File: config.mk
export PLATFORM = sky130hd
export DESIGN_NAME = mem_port_arbiter_flat
export DESIGN_NICKNAME = d
export VERILOG_FILES = /design/src/rtl/mem_port_arbiter_pkg.sv /design/src/rtl/mem_port_arbiter_if.sv /design/src/rtl/mem_arb_watchdog.sv /design/src/rtl/mem_port_arbiter.sv /design/src/flat_wrapper.sv
export SDC_FILE = /design/constraint.sdc
export NUM_CORES = 1
export LEC_CHECK = 0
export CAP_MARGIN = 40
export CORE_MARGIN = 2
export CORE_UTILIZATION = 35
export DETAILED_ROUTE_END_ITERATION = 10
export PLACE_DENSITY = 0.71
export SETUP_SLACK_MARGIN = 0.3
export SLEW_MARGIN = 15
export SYNTH_ARGS = -nofsm -noshare
export SYNTH_HDL_FRONTEND = slang
export SYNTH_SLANG_ARGS = --single-unit
File: constraint.sdc
create_clock -name clk -period 3.7 [get_ports clk]
set_clock_uncertainty 0.15 [all_clocks]
set_input_delay 0.37 -clock clk [delete_from_list [all_inputs] [get_ports clk]]
set_output_delay 0.37 -clock clk [all_outputs]
set_load 0.02 [all_outputs]
File: src/rtl/mem_port_arbiter_pkg.sv
// Shared state encodings and default sizing for the IF/MEM memory port arbiter.
package mem_port_arbiter_pkg;

  localparam int ARB_STATE_W    = 2;
  localparam int DEF_W          = 32;
  localparam int DEF_BE_W       = DEF_W / 8;
  localparam int DEF_TIMEOUT    = 255;
  localparam int DEF_STREAK_MAX = 4;

  typedef enum logic [ARB_STATE_W-1:0] {
    ARB_IDLE   = 2'd0,
    ARB_GNT_IF = 2'd1,
    ARB_GNT_D  = 2'd2,
    ARB_RESP   = 2'd3
  } arb_state_e;

  function automatic logic is_grant(input arb_state_e s);
    return (s == ARB_GNT_IF) || (s == ARB_GNT_D);
  endfunction

endpackage

File: src/rtl/mem_port_arbiter_if.sv
// Pipeline-side request/response and memory-side bus signals of the arbiter.
interface mem_port_arbiter_if
  import mem_port_arbiter_pkg::*;
#(
  parameter int W    = DEF_W,
  parameter int BE_W = DEF_BE_W
);
  logic            if_req;
  logic [W-1:0]    if_addr;
  logic [W-1:0]    if_rdata;
  logic            if_done;
  logic            d_req;
  logic            d_we;
  logic [W-1:0]    d_addr;
  logic [W-1:0]    d_wdata;
  logic [BE_W-1:0] d_be;
  logic [W-1:0]    d_rdata;
  logic            d_done;
  logic            m_req;
  logic            m_we;
  logic [W-1:0]    m_addr;
  logic [W-1:0]    m_wdata;
  logic [BE_W-1:0] m_be;
  logic            m_ack;
  logic [W-1:0]    m_rdata;
  logic            err;
  logic            stall_if;
  logic            stall_mem;
  logic            busy;

  // master: the arbiter itself; slave: pipeline stages plus memory
  modport master (
    input  if_req, if_addr, d_req, d_we, d_addr, d_wdata, d_be, m_ack, m_rdata,
    output if_rdata, if_done, d_rdata, d_done, m_req, m_we, m_addr, m_wdata, m_be,
           err, stall_if, stall_mem, busy
  );
  modport slave (
    output if_req, if_addr, d_req, d_we, d_addr, d_wdata, d_be, m_ack, m_rdata,
    input  if_rdata, if_done, d_rdata, d_done, m_req, m_we, m_addr, m_wdata, m_be,
           err, stall_if, stall_mem, busy
  );
endinterface

File: src/rtl/mem_arb_watchdog.sv
// Grant-state timeout counter: counts from 0 while enabled, flags the last allowed cycle.
module mem_arb_watchdog #(
  parameter int TIMEOUT = 255
) (
  input  logic clk,
  input  logic rst,
  input  logic clr_i,
  input  logic en_i,
  output logic expire_o
);
  localparam int CW = $clog2(TIMEOUT);
  localparam logic [CW-1:0] LAST = CW'(TIMEOUT - 1);

  logic [CW-1:0] cnt_q, cnt_d;

  assign expire_o = en_i && (cnt_q == LAST);

  always_comb begin
    cnt_d = cnt_q;
    if (clr_i) begin
      cnt_d = '0;
    end else if (en_i && !expire_o) begin
      cnt_d = cnt_q + 1'b1;
    end
  end

  always_ff @(posedge clk) begin
    if (!rst) begin
      cnt_q <= '0;
    end else begin
      cnt_q <= cnt_d;
    end
  end

endmodule

File: src/rtl/mem_port_arbiter.sv
// Shares one memory port between instruction fetch and load/store, with a
// data-streak fairness guard and a grant timeout.
module mem_port_arbiter
  import mem_port_arbiter_pkg::*;
#(
  parameter int W          = DEF_W,
  parameter int BE_W       = DEF_BE_W,
  parameter int STREAK_MAX = DEF_STREAK_MAX,
  parameter int TIMEOUT    = DEF_TIMEOUT
) (
  input logic clk,
  input logic rst,
  mem_port_arbiter_if.master bus
);
  localparam int SW = $clog2(STREAK_MAX + 1);
  localparam logic [SW-1:0] STREAK_CAP = SW'(STREAK_MAX);

  arb_state_e      state_q, state_d;
  logic [SW-1:0]   streak_q, streak_d;
  logic            m_req_q, m_req_d;
  logic            m_we_q, m_we_d;
  logic [W-1:0]    m_addr_q, m_addr_d;
  logic [W-1:0]    m_wdata_q, m_wdata_d;
  logic [BE_W-1:0] m_be_q, m_be_d;
  logic [W-1:0]    if_rdata_q, if_rdata_d;
  logic [W-1:0]    d_rdata_q, d_rdata_d;
  logic            if_done_q, if_done_d;
  logic            d_done_q, d_done_d;
  logic            err_q, err_d;
  logic            wd_en, wd_expire, fetch_starved;

  assign wd_en = is_grant(state_q);
  assign fetch_starved = bus.if_req && (streak_q == STREAK_CAP);

  mem_arb_watchdog #(.TIMEOUT(TIMEOUT)) u_watchdog (
    .clk      (clk),
    .rst      (rst),
    .clr_i    (!wd_en),
    .en_i     (wd_en),
    .expire_o (wd_expire)
  );

  always_comb begin
    state_d    = state_q;
    streak_d   = streak_q;
    m_req_d    = m_req_q;
    m_we_d     = m_we_q;
    m_addr_d   = m_addr_q;
    m_wdata_d  = m_wdata_q;
    m_be_d     = m_be_q;
    if_rdata_d = if_rdata_q;
    d_rdata_d  = d_rdata_q;
    if_done_d  = 1'b0;
    d_done_d   = 1'b0;
    err_d      = 1'b0;
    case (state_q)
      ARB_IDLE: begin
        if (bus.d_req && !fetch_starved) begin
          state_d   = ARB_GNT_D;
          m_req_d   = 1'b1;
          m_we_d    = bus.d_we;
          m_addr_d  = bus.d_addr;
          m_wdata_d = bus.d_wdata;
          m_be_d    = bus.d_be;
          if (!bus.if_req)
            streak_d = '0;
          else if (streak_q != STREAK_CAP)
            streak_d = streak_q + 1'b1;
        end else if (bus.if_req) begin
          state_d  = ARB_GNT_IF;
          m_req_d  = 1'b1;
          m_we_d   = 1'b0;
          m_addr_d = bus.if_addr;
          m_be_d   = '1;
          streak_d = '0;
        end
      end
      ARB_GNT_IF, ARB_GNT_D: begin
        // ack takes priority over expiry when both land in the same cycle
        if (bus.m_ack || wd_expire) begin
          state_d = ARB_RESP;
          m_req_d = 1'b0;
          err_d   = !bus.m_ack;
          if (state_q == ARB_GNT_IF) begin
            if_done_d  = 1'b1;
            if_rdata_d = bus.m_ack ? bus.m_rdata : '0;
          end else begin
            d_done_d = 1'b1;
            if (!bus.m_ack)
              d_rdata_d = '0;
            else if (!m_we_q)
              d_rdata_d = bus.m_rdata;
          end
        end
      end
      ARB_RESP: state_d = ARB_IDLE;
      default:  state_d = ARB_IDLE;
    endcase
  end

  always_ff @(posedge clk) begin
    if (!rst) begin
      state_q    <= ARB_IDLE;
      streak_q   <= '0;
      m_req_q    <= 1'b0;
      m_we_q     <= 1'b0;
      m_addr_q   <= '0;
      m_wdata_q  <= '0;
      m_be_q     <= '0;
      if_rdata_q <= '0;
      d_rdata_q  <= '0;
      if_done_q  <= 1'b0;
      d_done_q   <= 1'b0;
      err_q      <= 1'b0;
    end else begin
      state_q    <= state_d;
      streak_q   <= streak_d;
      m_req_q    <= m_req_d;
      m_we_q     <= m_we_d;
      m_addr_q   <= m_addr_d;
      m_wdata_q  <= m_wdata_d;
      m_be_q     <= m_be_d;
      if_rdata_q <= if_rdata_d;
      d_rdata_q  <= d_rdata_d;
      if_done_q  <= if_done_d;
      d_done_q   <= d_done_d;
      err_q      <= err_d;
    end
  end

  assign bus.m_req     = m_req_q;
  assign bus.m_we      = m_we_q;
  assign bus.m_addr    = m_addr_q;
  assign bus.m_wdata   = m_wdata_q;
  assign bus.m_be      = m_be_q;
  assign bus.if_rdata  = if_rdata_q;
  assign bus.d_rdata   = d_rdata_q;
  assign bus.if_done   = if_done_q;
  assign bus.d_done    = d_done_q;
  assign bus.err       = err_q;
  assign bus.stall_if  = bus.if_req & ~if_done_q;
  assign bus.stall_mem = bus.d_req & ~d_done_q;
  assign bus.busy      = (state_q != ARB_IDLE);

endmodule

File: src/flat_wrapper.sv
// flat-port wrapper written by rule: the top's interface ports become plain ports
module mem_port_arbiter_flat import mem_port_arbiter_pkg::*;
#(
  parameter int W          = DEF_W,
  parameter int BE_W       = DEF_BE_W,
  parameter int STREAK_MAX = DEF_STREAK_MAX,
  parameter int TIMEOUT    = DEF_TIMEOUT
)
  (clk, rst, bus_if_req, bus_if_addr, bus_d_req, bus_d_we, bus_d_addr, bus_d_wdata, bus_d_be, bus_m_ack, bus_m_rdata, bus_if_rdata, bus_if_done, bus_d_rdata, bus_d_done, bus_m_req, bus_m_we, bus_m_addr, bus_m_wdata, bus_m_be, bus_err, bus_stall_if, bus_stall_mem, bus_busy);
  mem_port_arbiter_if #(.W(W), .BE_W(BE_W)) bus_i ();
  input logic clk;
  input logic rst;
  input wire logic [$bits(bus_i.if_req)-1:0] bus_if_req;
  input wire logic [$bits(bus_i.if_addr)-1:0] bus_if_addr;
  input wire logic [$bits(bus_i.d_req)-1:0] bus_d_req;
  input wire logic [$bits(bus_i.d_we)-1:0] bus_d_we;
  input wire logic [$bits(bus_i.d_addr)-1:0] bus_d_addr;
  input wire logic [$bits(bus_i.d_wdata)-1:0] bus_d_wdata;
  input wire logic [$bits(bus_i.d_be)-1:0] bus_d_be;
  input wire logic [$bits(bus_i.m_ack)-1:0] bus_m_ack;
  input wire logic [$bits(bus_i.m_rdata)-1:0] bus_m_rdata;
  output wire logic [$bits(bus_i.if_rdata)-1:0] bus_if_rdata;
  output wire logic [$bits(bus_i.if_done)-1:0] bus_if_done;
  output wire logic [$bits(bus_i.d_rdata)-1:0] bus_d_rdata;
  output wire logic [$bits(bus_i.d_done)-1:0] bus_d_done;
  output wire logic [$bits(bus_i.m_req)-1:0] bus_m_req;
  output wire logic [$bits(bus_i.m_we)-1:0] bus_m_we;
  output wire logic [$bits(bus_i.m_addr)-1:0] bus_m_addr;
  output wire logic [$bits(bus_i.m_wdata)-1:0] bus_m_wdata;
  output wire logic [$bits(bus_i.m_be)-1:0] bus_m_be;
  output wire logic [$bits(bus_i.err)-1:0] bus_err;
  output wire logic [$bits(bus_i.stall_if)-1:0] bus_stall_if;
  output wire logic [$bits(bus_i.stall_mem)-1:0] bus_stall_mem;
  output wire logic [$bits(bus_i.busy)-1:0] bus_busy;
  assign bus_i.if_req = bus_if_req;
  assign bus_i.if_addr = bus_if_addr;
  assign bus_i.d_req = bus_d_req;
  assign bus_i.d_we = bus_d_we;
  assign bus_i.d_addr = bus_d_addr;
  assign bus_i.d_wdata = bus_d_wdata;
  assign bus_i.d_be = bus_d_be;
  assign bus_i.m_ack = bus_m_ack;
  assign bus_i.m_rdata = bus_m_rdata;
  assign bus_if_rdata = bus_i.if_rdata;
  assign bus_if_done = bus_i.if_done;
  assign bus_d_rdata = bus_i.d_rdata;
  assign bus_d_done = bus_i.d_done;
  assign bus_m_req = bus_i.m_req;
  assign bus_m_we = bus_i.m_we;
  assign bus_m_addr = bus_i.m_addr;
  assign bus_m_wdata = bus_i.m_wdata;
  assign bus_m_be = bus_i.m_be;
  assign bus_err = bus_i.err;
  assign bus_stall_if = bus_i.stall_if;
  assign bus_stall_mem = bus_i.stall_mem;
  assign bus_busy = bus_i.busy;
  mem_port_arbiter #(.W(W), .BE_W(BE_W), .STREAK_MAX(STREAK_MAX), .TIMEOUT(TIMEOUT)) u_core (.clk(clk), .rst(rst), .bus(bus_i));
endmodule
### Pin map, run 1

Scale bar: 50 um. Pins as bars across the die edge, other pins in grey.
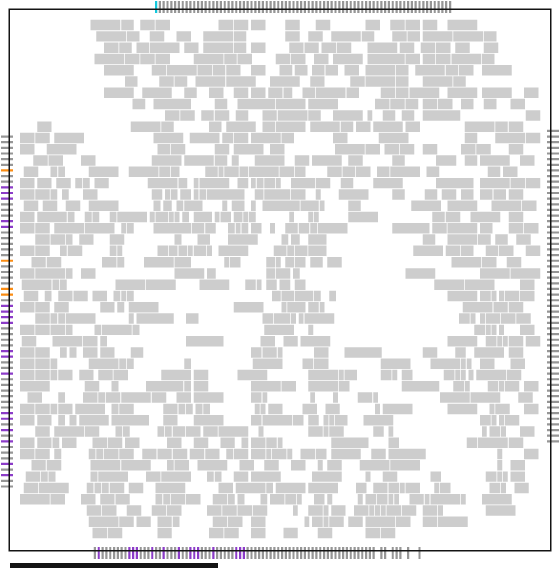
[clk] cyan | pins: 1 | direction: input | edge: top
[bus_d_be] orange | pins: 4 | direction: input | edge: left
[bus_if_addr] purple | pins: 32 | direction: input | edge: 18 left, 14 bottom
all pins by edge: 81 bottom, 78 top, 63 left, 56 right

### Cell sizes after repair, run 1

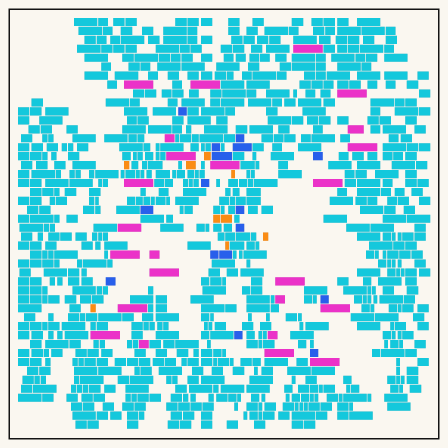
[_3 and _4 cells] blue | cells: 16 | most used: buf_4
[_6 and larger] magenta | cells: 24 | most used: clkbuf_16
[_0 and _1 cells] cyan | cells: 781 | most used: clkdlybuf4s50_1
[_2 cells] orange | cells: 9

### Placement density heat map, run 1

13 x 13 tiles, from white (low) to dark blue (high), 0 to 100% covered.
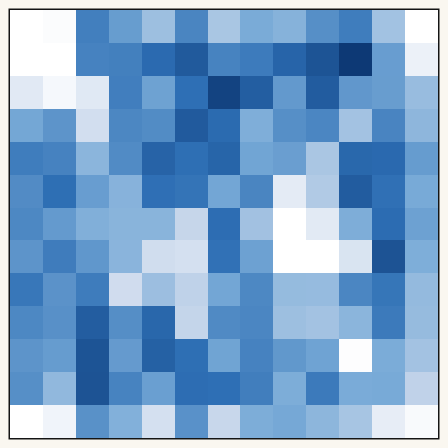
fullest tile: 97%
densest ninth of the die: top middle
mean over tiles: 52%
nearly empty tiles: 5.9%
tiles over 75% full: 14%

==> run summary, run 1 <==
Outcome: completed
Well Taps: 216
Buffering overhead: 0.315
WP data required: 3180 ps
Met1 usage: 0.231
Sequential power share: 0.368
Worst-path clk slew: 60 ps
Cell class ranked first by area: flip-flops and latches
Multi-input combinational area share: 0.260
Clkbuf count: 19
Synth Area in Adders: 0.0157
Met3 usage: 0.0488
DR vias/cell: 4.97
Clock Power: 1.58 mW
Netlist Area Pre-Place: 5570 um2
RSZ-0062 raised after global routing: no
Setup bufs post-CTS: 0
Std-Cell Rows: 46
Late-Pin Clk Latency: 420 ps
Placed cell count: 1015
Final period util: 0.655
Vias in the first global route: 5190
VDD IR max: 361 uV
Synth Instances: 555
Main synth FF type: dfxtp_1
FMAX: 413 MHz
Sequential power: 2.14 mW
Die width: 130 um
Non-CTS buffers: 285
Final Hold Violation Tally: 0
Yosys cell types: 42
Seq/total area: 0.333
Post-synth regs: 150
Layout cell share with drive strength beyond 1: 0.0590
R2R depth: 7
Number of enable flip-flop cells: 0
Final setup vio count: 0
Post-CTS sizing: 0
Met2 Usage GRT: 0.331
H-tree levels: 4
Gr usage total: 0.195
Asr flop ratio synth: 0
Die Size: 16900 um2
#MultiIn Comb: 356
Seq. cell area: 3000 um2
Crit Path Class: flip-flop to output port
WL met2: 8440 um
Logic area: 2340 um2
Worst Hold End: u_core.bus.m_wdata[25]$_SDFFE_PN0P_
CTS max path bufs: 2
Xor/xnor share of the synthesized area: 0.00629
Total of max-cap violations: 0
Top cells excl fill/tap: clkdlybuf4s50_1 (276), dfxtp_1 (150), nand2_1 (76), a22o_1 (64), o21ai_0 (37)
Net switching power: 2.03 mW
Yosys aoi share: 0.238
Largest net degree at the start of global routing: 70
## run 1: per-stage QoR
stage               total power [mW]  hold WS [ps]
global route                    6.10           339
global placement                4.20           301
floorplan                       3.25           299
finish                          5.80           315
detailed placement              4.25           304
CTS                             5.85           317
## run 1: cell usage after synthesis (all sizes together) (4+ instances only)
library cell / instances / area, um2
a22o: 64 / 561
nor2b: 4 / 25.0
o21ai: 38 / 190
inv: 8 / 30.0
nor3: 8 / 45.0
dfxtp: 150 / 3000
mux2i: 33 / 330
nand2: 77 / 292
clkbuf: 19 / 71.3
nor2: 15 / 56.3
a21oi: 36 / 184
buf: 22 / 136
nand3: 8 / 45.0
a21boi: 35 / 263
ha: 7 / 87.6
## run 1: how the worst max path moves through the flow
stage | from | end | slack [ps]
6_report | u_core.state_q[0]$_SDFFE_PN0P_ | bus_busy | 1280
5_1_grt | u_core.state_q[0]$_SDFFE_PN0P_ | bus_busy | 1180
4_1_cts | u_core.state_q[0]$_SDFFE_PN0P_ | bus_busy | 1260
3_5_place_dp | bus_if_req | bus_stall_if | 1320
3_3_place_gp | bus_if_req | u_core.bus.m_addr[12]$_SDFFE_PN0P_ | 1070
2_1_floorplan | u_core.state_q[0]$_SDFFE_PN0P_ | u_core.bus.d_rdata[10]$_SDFFE_PN0P_ | 1900
## run 1: critical path, cell delays in order (launching register included)
cell             delay, ps
dfxtp_1                350
inv_1                   70
ha_1                   280
inv_2                  110
clkdlybuf4s50_1        670
## run 1: kinds of logic after synthesis
kind of cell               count (synthesis)
buffers and inverters                     49
adders and majority gates                  7
xor gates and xnor gates                   4
and+or+nand+nor                          123
DFF                                      150
AOI/OAI and AO/OA                        189
muxes                                     33
==> run 2: changes to the inputs <==
clock period = 2.51 ns   (was 3.7 ns; I/O delays follow)
==> run summary, run 2 <==
Outcome: completed
Net switching power: 2.99 mW
VDD IR max: 719 uV
Total of max-cap violations: 0
Post-Route WL: 17100 um
Post-layout util: 0.582
H-tree levels: 4
Delay-heaviest family, CP: buffers and inverters
Layout cell share with drive strength beyond 1: 0.0635
Placed inst area: 8520 um2
Die Y: 130 um
Main synth FF type: dfxtp_1
Vias in the first global route: 5181
Commonest cells post-synth: dfxtp_1 (150), nand2_1 (76), a22o_1 (64), o21ai_0 (37)
Asr flop ratio synth: 0
Netlist Area Pre-Place: 5570 um2
Final setup vio count: 0
CTS max path bufs: 2
Area leader, netlist: dfxtp_1
Worst path slowest cell: clkdlybuf4s50_1
Clock power frac: 0.300
Late-Pin Clk Latency: 420 ps
Worst hold slack: 166 ps
Synth Instances: 555
Number of enable flip-flop cells: 0
Antenna viol nets, final: 0
Critical-path cell list: clkdlybuf4s50_1, nor2b_1, clkdlybuf4s50_1
Initial DRC Count: 197
Most frequent cell after synthesis: dfxtp_1
Crit-path max cell delay: 650 ps
Gr usage total: 0.197
Std-Cell Rows: 46
Largest cells by area after synthesis: dfxtp_1 (54%), a22o_1 (10%), mux2i_1 (5.9%)
Pre-CTS setup slack: 370 ps
Final period util: 0.857
Drt first pass iters: 4
Leak: 3.49 nW
RSZ-0062 raised after global routing: no
Die Size: 16900 um2
Pwr Total: 8.92 mW
Area share, top type: 0.539
Port bufs: 277
DR vias/cell: 4.95
Detailed placement HPWL: 12300 um
WP data required: 2110 ps
Most used cell, CP: clkdlybuf4s50_1
Top cells excl fill/tap: clkdlybuf4s50_1 (275), dfxtp_1 (150), nand2_1 (76), a22o_1 (64), o21ai_0 (37)
Largest net degree at the start of global routing: 70
Worst-path clk slew: 60 ps
IO Pins: 278
Post-synth regs: 150
Final Hold Violation Tally: 0
Placed cell count: 1018
Die width: 130 um
CP bufs+invs: 2
Post-CTS sizing: 1
Sequential power share: 0.351
Setup bufs post-CTS: 0
Gr ovfl total: 0
Setup TNS Final: 0 ps
Yosys cell types: 42
Crit Path Class: primary input to output port
FMAX: 465 MHz
run 2: cell counts after synthesis:
No cell type changed its count.
run 2: layout make-up:
cell class | instances | area [um2] | area share
sequential | 150 | 3000 | 0.328
clock buffer | 20 | 457 | 0.0499
inverter | 8 | 30.0 | 0.00328
multi-input combinational | 356 | 2340 | 0.256
timing repair buffer | 288 | 2880 | 0.315
clock inverter | 12 | 168 | 0.0183
tap | 216 | 270 | 0.0295
run 2: metal layers:
| layer | part of all wire | GRT usage | vias to the layer above |
|---|---|---|---|
| li1 | - | - | 2524 |
| met4 | 0.023 | 0.0759 | 0 |
| met1 | 0.40 | 0.225 | 2452 |
| met5 | 0 | 0 | - |
| met2 | 0.51 | 0.349 | 192 |
| met3 | 0.068 | 0.0537 | 29 |
run 2: path summary, 6_finish.rpt:
kind / depth (start not counted) / startpoint / to
setup / recovery: 3 / bus_if_req / bus_stall_if
hold / removal: 3 / rst / u_core.bus.m_addr[23]$_SDFFE_PN0P_
setup reg to reg: 5 / u_core.state_q[0]$_SDFFE_PN0P_ / u_core.bus.d_rdata[27]$_SDFFE_PN0P_
hold reg to reg: 2 / u_core.bus.m_wdata[18]$_SDFFE_PN0P_ / u_core.bus.m_wdata[18]$_SDFFE_PN0P_
run 2: power groups by stage:
stage	Combinational (mW)	Sequential [mW]	Clock, mW
floorplan	1.09	3.70	0
global placement	3.07	3.16	0
detailed placement	3.13	3.18	0
CTS	3.14	3.13	2.73
global route	3.34	3.19	2.82
finish	3.11	3.13	2.68
run 2: cell families after synthesis:
logic type | after synthesis | share of synthesized area
compound gates | 189 | 0.238
fa+ha+maj | 7 | 0.0157
mux | 33 | 0.0593
buf+inv | 49 | 0.0427
flops | 150 | 0.539
simple gates | 123 | 0.0980
xor+xnor | 4 | 0.00629
### Cell sizes after repair, run 2

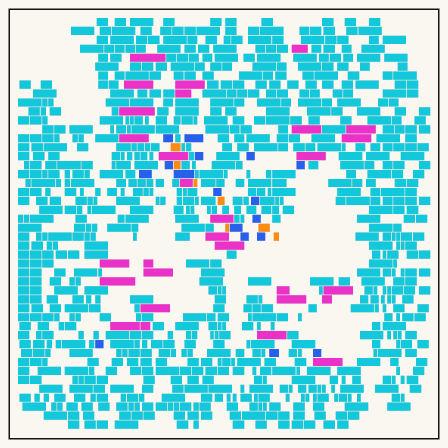
[_3 and _4 cells] blue | cells: 17 | most used: buf_4
[_6 and larger] magenta | cells: 29 | most used: clkbuf_16
[_0 and _1 cells] cyan | cells: 781 | most used: clkdlybuf4s50_1
[_2 cells] orange | cells: 7 | most used: inv_2

==> run 3: changes to the inputs <==
TNS_END_PERCENT = 10   (was unset)
### A small window of the routed layout, run 3

Window x 88 to 108, y 88 to 108 um. Cells in grey, sequential cells in the stronger grey; small squares are vias.
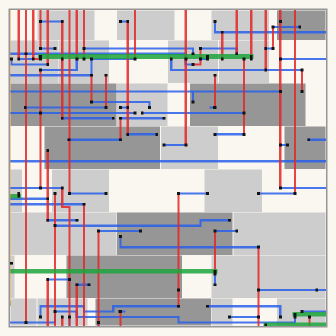
[metal 2] red
[metal 4] orange
[metal 3] green
[metal 1] blue
most frequent: a22o_1 (7), clkdlybuf4s50_1 (6), dfxtp_1 (6)
cells with their middle in the window: 23
sequential cells in the window: 6
netlist names of flops here include: u_core.bus.d_rdata (3), u_core.bus.if_rdata (3)

==> run summary, run 3 <==
Detailed placement HPWL: 12300 um
Total of max-cap violations: 0
Setup bufs post-CTS: 0
Layout cell share with drive strength beyond 1: 0.0635
Post-synth regs: 150
Die Y: 130 um
Antenna viol nets, final: 0
Most frequent cell after synthesis: dfxtp_1
Placed cell count: 1018
IO Pins: 278
Port bufs: 277
RSZ-0062 raised after global routing: no
Clock Power: 2.68 mW
DR vias/cell: 4.95
Gr usage total: 0.197
Main power group: registers
Crit-path max cell delay: 650 ps
Clock power frac: 0.300
Most used cell, CP: clkdlybuf4s50_1
Largest net degree at the start of global routing: 70
Sequential power: 3.13 mW
Netlist Area Pre-Place: 5570 um2
Post-Route WL: 17100 um
VDD IR max: 719 uV
Delay-heaviest family, CP: buffers and inverters
CTS max path bufs: 2
Leak: 3.49 nW
Setup TNS Final: 0 ps
Largest cells by area after synthesis: dfxtp_1 (54%), a22o_1 (10%), mux2i_1 (5.9%)
Outcome: completed
Critical-path cell list: clkdlybuf4s50_1, nor2b_1, clkdlybuf4s50_1
Area share, top type: 0.539
Die width: 130 um
Worst hold slack: 166 ps
Initial DRC Count: 197
Final setup vio count: 0
Critical R2R Launch: u_core.state_q[0]$_SDFFE_PN0P_
Area leader, netlist: dfxtp_1
Crit Path Class: primary input to output port
Main synth FF type: dfxtp_1
Hold_sp: rst
## run 3: cell counts after synthesis
Identical to the previous run, type by type.
## run 3: logic make-up (layout without fill, tap and decap cells)
| logic type | count (synthesis) | after routing | synth area share |
|---|---|---|---|
| mux | 33 | 33 | 0.0593 |
| buf+inv | 49 | 328 | 0.0427 |
| fa+ha+maj | 7 | 7 | 0.0157 |
| simple gates | 123 | 123 | 0.0980 |
| flops | 150 | 150 | 0.539 |
| xor+xnor | 4 | 4 | 0.00629 |
| compound gates | 189 | 189 | 0.238 |
## run 3: how the worst max path moves through the flow
stage                                         startpoint                             endpoint  slack (ps)  cells past startpoint
after global placement                        bus_if_req                         bus_stall_if         380                      3
after CTS                                     bus_if_req                         bus_stall_if         370                      3
after floorplan           u_core.state_q[0]$_SDFFE_PN0P_  u_core.bus.d_rdata[10]$_SDFFE_PN0P_         710                      7
after detailed placement                      bus_if_req                         bus_stall_if         370                      3
final                                         bus_if_req                         bus_stall_if         360                      3
after global routing                          bus_if_req                         bus_stall_if         300                      3
## run 3: metal layers
layer	part of all wire	up-vias	global-route usage
met4	0.023	0	0.0759
li1	-	2524	-
met3	0.068	29	0.0537
met5	0	-	0
met2	0.51	192	0.349
met1	0.40	2452	0.225
## run 3: stage by stage
| stage | worst slack, ps | utilization | instance area [um2] |
|---|---|---|---|
| after floorplan | 709 | - | 5570 |
| after global placement | 380 | 0.542 | 8520 |
| after detailed placement | 370 | 0.542 | 8520 |
| after CTS | 366 | 0.582 | 9140 |
| after global routing | 304 | 0.582 | 9150 |
| final | 360 | 0.582 | 9150 |
## run 3: cell type report
type,count,area (um2),area share
clock buffers,20,457,0.0499
clock inverters,12,168,0.0183
well taps,216,270,0.0295
flip-flops and latches,150,3000,0.328
repair buffers,288,2880,0.315
inverters,8,30.0,0.00328
multi-input cells,356,2340,0.256
Power is estimated from default activity; no workload was simulated.
